### config.mk
export PLATFORM = sky130hd
export DESIGN_NAME = counter_req_scheduler
export DESIGN_NICKNAME = d
export VERILOG_FILES = /design/src/rtl/counter_req_scheduler.sv
export SDC_FILE = /design/constraint.sdc
export NUM_CORES = 1
export LEC_CHECK = 0
export ABC_AREA = 1
export CORE_MARGIN = 4
export CORE_UTILIZATION = 48
export CTS_CLUSTER_DIAMETER = 150
export DETAILED_ROUTE_END_ITERATION = 16
export PLACE_DENSITY = 0.74
export SYNTH_ARGS = -nofsm -noshare
export SYNTH_HDL_FRONTEND = slang
export SYNTH_SLANG_ARGS = --single-unit
### constraint.sdc
create_clock -name clk -period 1.89 [get_ports clk]
set_clock_uncertainty 0.05 [all_clocks]
set_input_delay 0.378 -clock clk [delete_from_list [all_inputs] [get_ports clk]]
set_output_delay 0.378 -clock clk [all_outputs]
set_load 0.03 [all_outputs]
### src/rtl/counter_req_scheduler.sv
// Round-robin scheduler sharing one up/down counter between NUM_REQ requesters.
// Rising edges of req_inc/req_dec latch pending ops; one requester is served per 2-cycle slot.
module counter_req_scheduler #(
  parameter int NUM_REQ  = 4,
  parameter int WIDTH    = 4,
  parameter bit SATURATE = 1'b0
) (
  input  logic               clk,
  input  logic               reset,
  input  logic               enable,
  input  logic [NUM_REQ-1:0] req_inc,
  input  logic [NUM_REQ-1:0] req_dec,
  output logic [NUM_REQ-1:0] grant,
  output logic               busy,
  output logic [WIDTH-1:0]   count,
  output logic               boundary
);

  localparam int IDXW = (NUM_REQ > 1) ? $clog2(NUM_REQ) : 1;

  typedef enum logic {IDLE, SERVE} state_t;

  state_t             state_q;
  logic [NUM_REQ-1:0] req_inc_q, req_dec_q;
  logic [NUM_REQ-1:0] pend_inc_q, pend_dec_q;
  logic [NUM_REQ-1:0] pend_inc_d, pend_dec_d;
  logic [NUM_REQ-1:0] clr_mask;
  logic [IDXW-1:0]    sel_q, rr_ptr_q, rr_ptr_d, pick;
  logic [WIDTH-1:0]   count_q, count_d;
  logic [NUM_REQ-1:0] grant_q;
  logic               boundary_q, boundary_d;
  logic               any_pend, op_inc, op_dec;
  int                 scan_idx;

  assign clr_mask = (state_q == SERVE) ? (NUM_REQ'(1) << sel_q) : '0;

  // Set wins over clear: a fresh edge in the serve cycle re-arms the flag.
  for (genvar gi = 0; gi < NUM_REQ; gi++) begin : g_pend
    assign pend_inc_d[gi] = (pend_inc_q[gi] & ~clr_mask[gi]) | (req_inc[gi] & ~req_inc_q[gi]);
    assign pend_dec_d[gi] = (pend_dec_q[gi] & ~clr_mask[gi]) | (req_dec[gi] & ~req_dec_q[gi]);
  end

  // Scan downward so the last hit written is the first pending slot at or after rr_ptr.
  always_comb begin
    any_pend = |(pend_inc_q | pend_dec_q);
    pick     = rr_ptr_q;
    scan_idx = 0;
    for (int k = NUM_REQ - 1; k >= 0; k--) begin
      scan_idx = int'(rr_ptr_q) + k;
      if (scan_idx >= NUM_REQ) scan_idx = scan_idx - NUM_REQ;
      if (pend_inc_q[scan_idx] | pend_dec_q[scan_idx]) pick = IDXW'(scan_idx);
    end
  end

  always_comb begin
    op_inc     = pend_inc_q[sel_q] & ~pend_dec_q[sel_q];
    op_dec     = pend_dec_q[sel_q] & ~pend_inc_q[sel_q];
    count_d    = count_q;
    boundary_d = 1'b0;
    if (op_inc) begin
      if (count_q == {WIDTH{1'b1}}) begin
        boundary_d = 1'b1;
        count_d    = SATURATE ? count_q : '0;
      end else begin
        count_d = count_q + 1'b1;
      end
    end else if (op_dec) begin
      if (count_q == '0) begin
        boundary_d = 1'b1;
        count_d    = SATURATE ? count_q : {WIDTH{1'b1}};
      end else begin
        count_d = count_q - 1'b1;
      end
    end
    rr_ptr_d = (sel_q == IDXW'(NUM_REQ - 1)) ? '0 : sel_q + 1'b1;
  end

  always_ff @(posedge clk) begin
    if (reset) begin
      state_q    <= IDLE;
      req_inc_q  <= '0;
      req_dec_q  <= '0;
      pend_inc_q <= '0;
      pend_dec_q <= '0;
      sel_q      <= '0;
      rr_ptr_q   <= '0;
      count_q    <= '0;
      grant_q    <= '0;
      boundary_q <= 1'b0;
    end else begin
      req_inc_q  <= req_inc;
      req_dec_q  <= req_dec;
      pend_inc_q <= pend_inc_d;
      pend_dec_q <= pend_dec_d;
      grant_q    <= '0;
      boundary_q <= 1'b0;
      case (state_q)
        IDLE: begin
          if (enable && any_pend) begin
            sel_q   <= pick;
            state_q <= SERVE;
          end
        end
        SERVE: begin
          state_q    <= IDLE;
          count_q    <= count_d;
          boundary_q <= boundary_d;
          grant_q    <= NUM_REQ'(1) << sel_q;
          rr_ptr_q   <= rr_ptr_d;
        end
        default: state_q <= IDLE;
      endcase
    end
  end

  assign grant    = grant_q;
  assign boundary = boundary_q;
  assign count    = count_q;
  assign busy     = any_pend | (state_q == SERVE);

endmodule
Run 1, metal layers overlaid:
Scale: 6 px per µm.
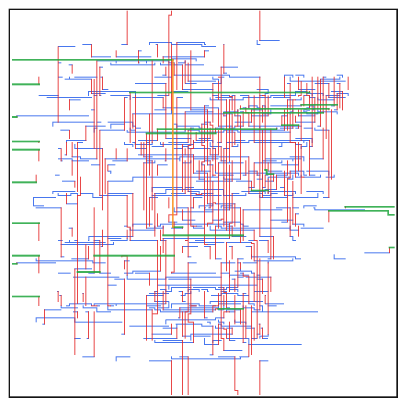
layer	color	wire length
met3	green	221 µm
met4	orange	27.9 µm
met2	red	1410 µm
met1	blue	1470 µm
via count: 1403
Final Routed Wirelength: 3.13 mm

Run 1, clock wiring as the flow saved it:
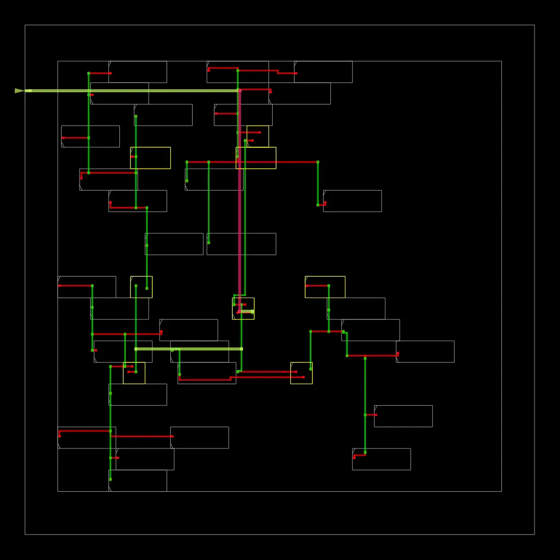
number of clock sinks: 30
total CTS buffers: 5
Skew-Pair Late Insertion Delay: 310 ps
count of flip-flops and latches: 30

Run 1, PDN straps and rails:
Scale: 6 px per µm. Pins as bars on the die edge. Tap cells in gray.
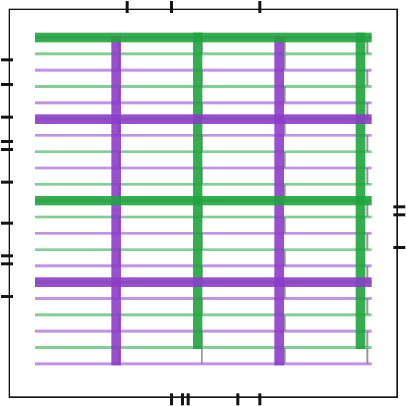
net	color
VSS	purple
VDD	green
tap cells	44
met1 rails	21
signal pins	21
met5 straps	4
met4 straps	4
Die X: 64.4 µm
placeable core region: 0.00305 mm²
worst ir drop on vdd: 0.545 mV
chip height: 64.4 µm

==> results.txt, run 1 <==
MI comb area -> 776 µm²
gp weighted congestion -> 0.925
ordered cell list for the critical path -> inv_1 -> nor2_1 -> inv_1 -> a32oi_2 -> inv_1 -> ha_1 -> nor2_4 -> nand2_1 -> a31oi_1 -> nand2_1 -> o211ai_1 -> inv_1
share of cell area taken by flip-flops and latches -> 0.314
placed cell count -> 278
Critical-path top delay cell -> dfxtp_2
Post-DP HPWL -> 2.36 mm
area share of the largest cell type after synthesis -> 0.393
antenna fix cells -> 0
yosys stat chip area -> 0.00153 mm²
Power Density -> 867 mW/mm²
# clk buffers -> 8
dominant kind of combinational cell -> simple AND/OR/NAND/NOR gates
top area cells in the synthesized netlist -> dfxtp_1 (39%), nand3_1 (9.2%), nand2_1 (8.8%), inv_1 (7.1%), ha_1 (6.6%)
status -> completed
sort of element at the start of the critical path -> register
number of gates on the worst path with buffers counted -> 12
flip-flops with a built-in enable -> 0
number of buffers added to fix hold violations after cts -> 0
Hold Path Cell Cnt -> 1
total number of warnings across the stage logs -> 32
count of multi-input combinational gates -> 138
setup fix buffers added after clock tree synthesis -> 0
largest net degree at the start of global routing -> 16
crit path launch -> pend_inc_q[0]
final non-filler cell total -> 286
maximum clock frequency -> 559 MHz
required time at the worst-slack endpoint -> 2060 ps
most instantiated cells after synthesis -> nand2_1 (36), dfxtp_1 (30), inv_1 (29)
number of H-tree branching levels -> 2
combinational share of cell area -> 0.401
multiplexer share of the synthesized area -> 0
cell count in the Yosys report -> 209
DP Worst Slack -> -5.26 ps
final tally of max-slew violations -> 0
Critical path buffers and inverters -> 4
area fraction in compound gates after synthesis -> 0.133
Static Leak -> 0.950 nW
worst setup path endpoint -> count[3]
total overflow reported by the global router -> 0
Nets at Floorplan -> 228
Inverters excl. clock -> 36
flops & latches, synth -> 30
top cell type by instance count after synthesis -> nand2_1
mean cell area of the mapped netlist -> 7.31 µm²
cells on worst reg2reg path -> 12
crit path setup slack, layout -> 101 ps
Initial Utilization -> 0.500
number of primary I/O pins -> 21
clock-pin slew of the registers on the worst-case setup and hold paths -> 100 ps
number of DRC violations after detailed routing -> 0
total die size -> 0.00415 mm²
number of maximum-capacitance violations -> 0
instance area after placement -> 0.00183 mm²
detail-routed net length per standard cell -> 10.9 µm
area fraction in xor and xnor cells -> 0.0115
Non-clock buffer share -> 0.143
total track usage -> 0.165
hold wc startpoint -> req_inc_q[0]
final-layout worst hold slack -> 358 ps
flop2flop setup slack -> 100 ps
remaining max-slew budget at the tightest pin -> 0.680
post-synthesis cell type with the largest combined area -> dfxtp_1
portion of the layout cell area used by clock cells -> 0.0407
Post-Syn Area -> 0.00153 mm²
most common cell after layout, fill and taps aside -> nand2_1
Min-Delay Endpoint -> pend_inc_q[0]
minimum clock period after layout -> 1790 ps
Non-CTS buffers -> 30
[run 1: power by group]
part           total [mW]  internal (mW)  switching, mW  leakage, nW
clock network       0.465          0.254          0.211       0.0446
logic               0.476          0.202          0.274        0.657
registers           0.736          0.683         0.0525        0.249
total                1.68           1.14          0.538        0.950
[run 1: per-layer routing]
layer / track usage / part of all wire / vias to the layer above
li1: - / - / 743
met2: 0.241 / 0.45 / 41
met4: 0.0765 / 0.0086 / 0
met3: 0.0485 / 0.070 / 2
met5: 0 / 0 / -
met1: 0.223 / 0.47 / 617
[run 1: what timing repair did]
action                     in CTS  in global routing
pin swaps                       0                  0
gates cloned                    0                  0
resized                         3                 14
setup endpoints to repair       3                  7
==> inputs of run 2 (changes only) <==
CORE_MARGIN = 2   (was 4)
==> results.txt, run 2 <==
Hold Path Cell Cnt -> 1
hold wc startpoint -> req_dec_q[1]
proportion of power drawn by the clock network -> 0.239
final non-filler cell total -> 288
internal power -> 1.09 mW
Tightest Pin Transition -> 484 ps
mean cell area of the mapped netlist -> 7.31 µm²
number of maximum-capacitance violations -> 0
flip-flops with a built-in enable -> 0
worst setup path endpoint -> count[3]
power of the clock network -> 0.392 mW
sw power -> 0.554 mW
post-synthesis cell type with the largest combined area -> dfxtp_1
gp weighted congestion -> 0.862
r2r startpoint -> pend_inc_q[0]
well tap count -> 44
met1 Use GR -> 0.271
cells on worst reg2reg path -> 12
number of buffers added to fix hold violations after cts -> 0
largest net degree at the start of global routing -> 16
instance area after placement -> 0.00184 mm²
number of primary I/O pins -> 21
Post-Syn Area -> 0.00153 mm²
Inverters excl. clock -> 36
Top pwr grp -> sequential cells
post-cts repair resize count -> 6
DP Worst Slack -> -114 ps
switching part of the total -> 0.337
top area cells in the synthesized netlist -> dfxtp_1 (39%), nand3_1 (9.2%), nand2_1 (8.8%), inv_1 (7.1%), ha_1 (6.6%)
number of clock sinks -> 30
number of buffers added on ports -> 20
area share of the largest cell type after synthesis -> 0.393
remaining max-slew budget at the tightest pin -> 0.677
placed cell count -> 279
chip height -> 60.4 µm
met3 usage -> 0.0512
power dissipated in combinational cells -> 0.515 mW
most common cell after layout, fill and taps aside -> nand2_1
busiest layer in global routing -> met2
number of detailed-routing iterations run before antenna repair -> 4
Power Density -> 836 mW/mm²
Non-clock buffer share -> 0.151
portion of the layout cell area used by clock cells -> 0.0306
# clk buffers -> 7
sort of element at the start of the critical path -> register
minimum clock period after layout -> 1850 ps
Nets at Floorplan -> 228
maximum clock frequency -> 541 MHz
flops & latches, synth -> 30
share of cell area taken by flip-flops and latches -> 0.309
crit path launch -> pend_inc_q[0]
Post-DP HPWL -> 2.37 mm
clock-pin slew of the registers on the worst-case setup and hold paths -> 100 ps
setup fix buffers added after clock tree synthesis -> 0
final tally of max-slew violations -> 0
total number of warnings across the stage logs -> 32
wire length on met3 -> 164 µm
crit path setup slack, layout -> 41.5 ps
top cell type by instance count after synthesis -> nand2_1
number of H-tree branching levels -> 2
Static Leak -> 0.964 nW
placeable core region -> 0.00303 mm²
number of DRC violations after detailed routing -> 0
Setup Viol. Count Final -> 0
MI comb area -> 803 µm²
relative contribution of combinational cells to total power -> 0.314
Non-CTS buffers -> 32
antenna fix cells -> 0
dominant kind of cell -> multi-input combinational cells
Die X -> 60.4 µm
part of the power in registers -> 0.447
status -> completed
worst ir drop on vdd -> 0.700 mV
Top Layer Used -> met4
total die size -> 0.00365 mm²
total CTS buffers -> 5
Skew-Pair Late Insertion Delay -> 320 ps
Initial Utilization -> 0.505
count of multi-input combinational gates -> 138
yosys stat chip area -> 0.00153 mm²
flop2flop setup slack -> 40 ps
total overflow reported by the global router -> 0
Min-Delay Endpoint -> pend_dec_q[1]
cell count in the Yosys report -> 209
combinational share of cell area -> 0.409
==> run 2: kinds of logic after synthesis <==
logic type	Yosys count	synth area share
simple gates	96	0.287
fa+ha+maj	8	0.0655
flops	30	0.393
buf+inv	41	0.111
xor+xnor	2	0.0115
compound gates	32	0.133
==> run 2: per-stage QoR <==
stage | hold slack [ps] | util
after global placement | 349 | 0.607
after detailed placement | 350 | 0.607
final | 353 | 0.648
after CTS | 363 | 0.637
after floorplan | 345 | -
after global routing | 371 | 0.648
==> run 2: worst max-delay path, stage by stage, from the launching register on <==
cell	delay, ps
dfxtp_2	340
inv_1	60
nor2_2	90
inv_1	70
a32oi_2	250
inv_2	80
ha_4	250
nor2_4	100
nand2_1	80
a31oi_1	160
nand2_1	80
o211ai_1	80
inv_1	50
Run 2, metal layers overlaid:
Scale: 6 px per µm.
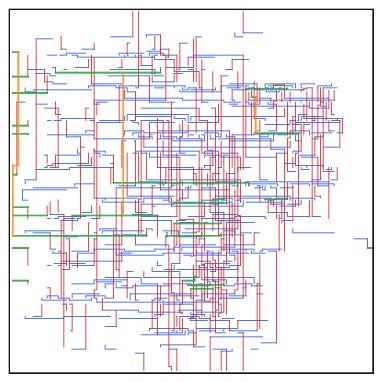
layer	color	wire length
met1	blue	1610 µm
met3	green	164 µm
met2	red	1370 µm
met4	orange	61.4 µm
Final Routed Wirelength: 3.20 mm
via count: 1390
detail-routed net length per standard cell: 11.1 µm
total track usage: 0.198

Run 2, met2 routing:
Scale: 4 px per µm.
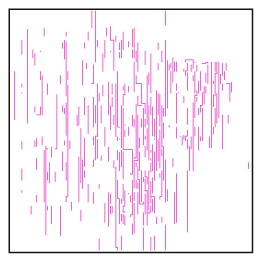
longest straight run	27.8 µm
share of all routed wire	43%
nets with wire on the layer	199
wire length on this layer	1370 µm
main direction	vertical
GRT met2 Usage: 0.303

Power is estimated from default activity; no workload was simulated.
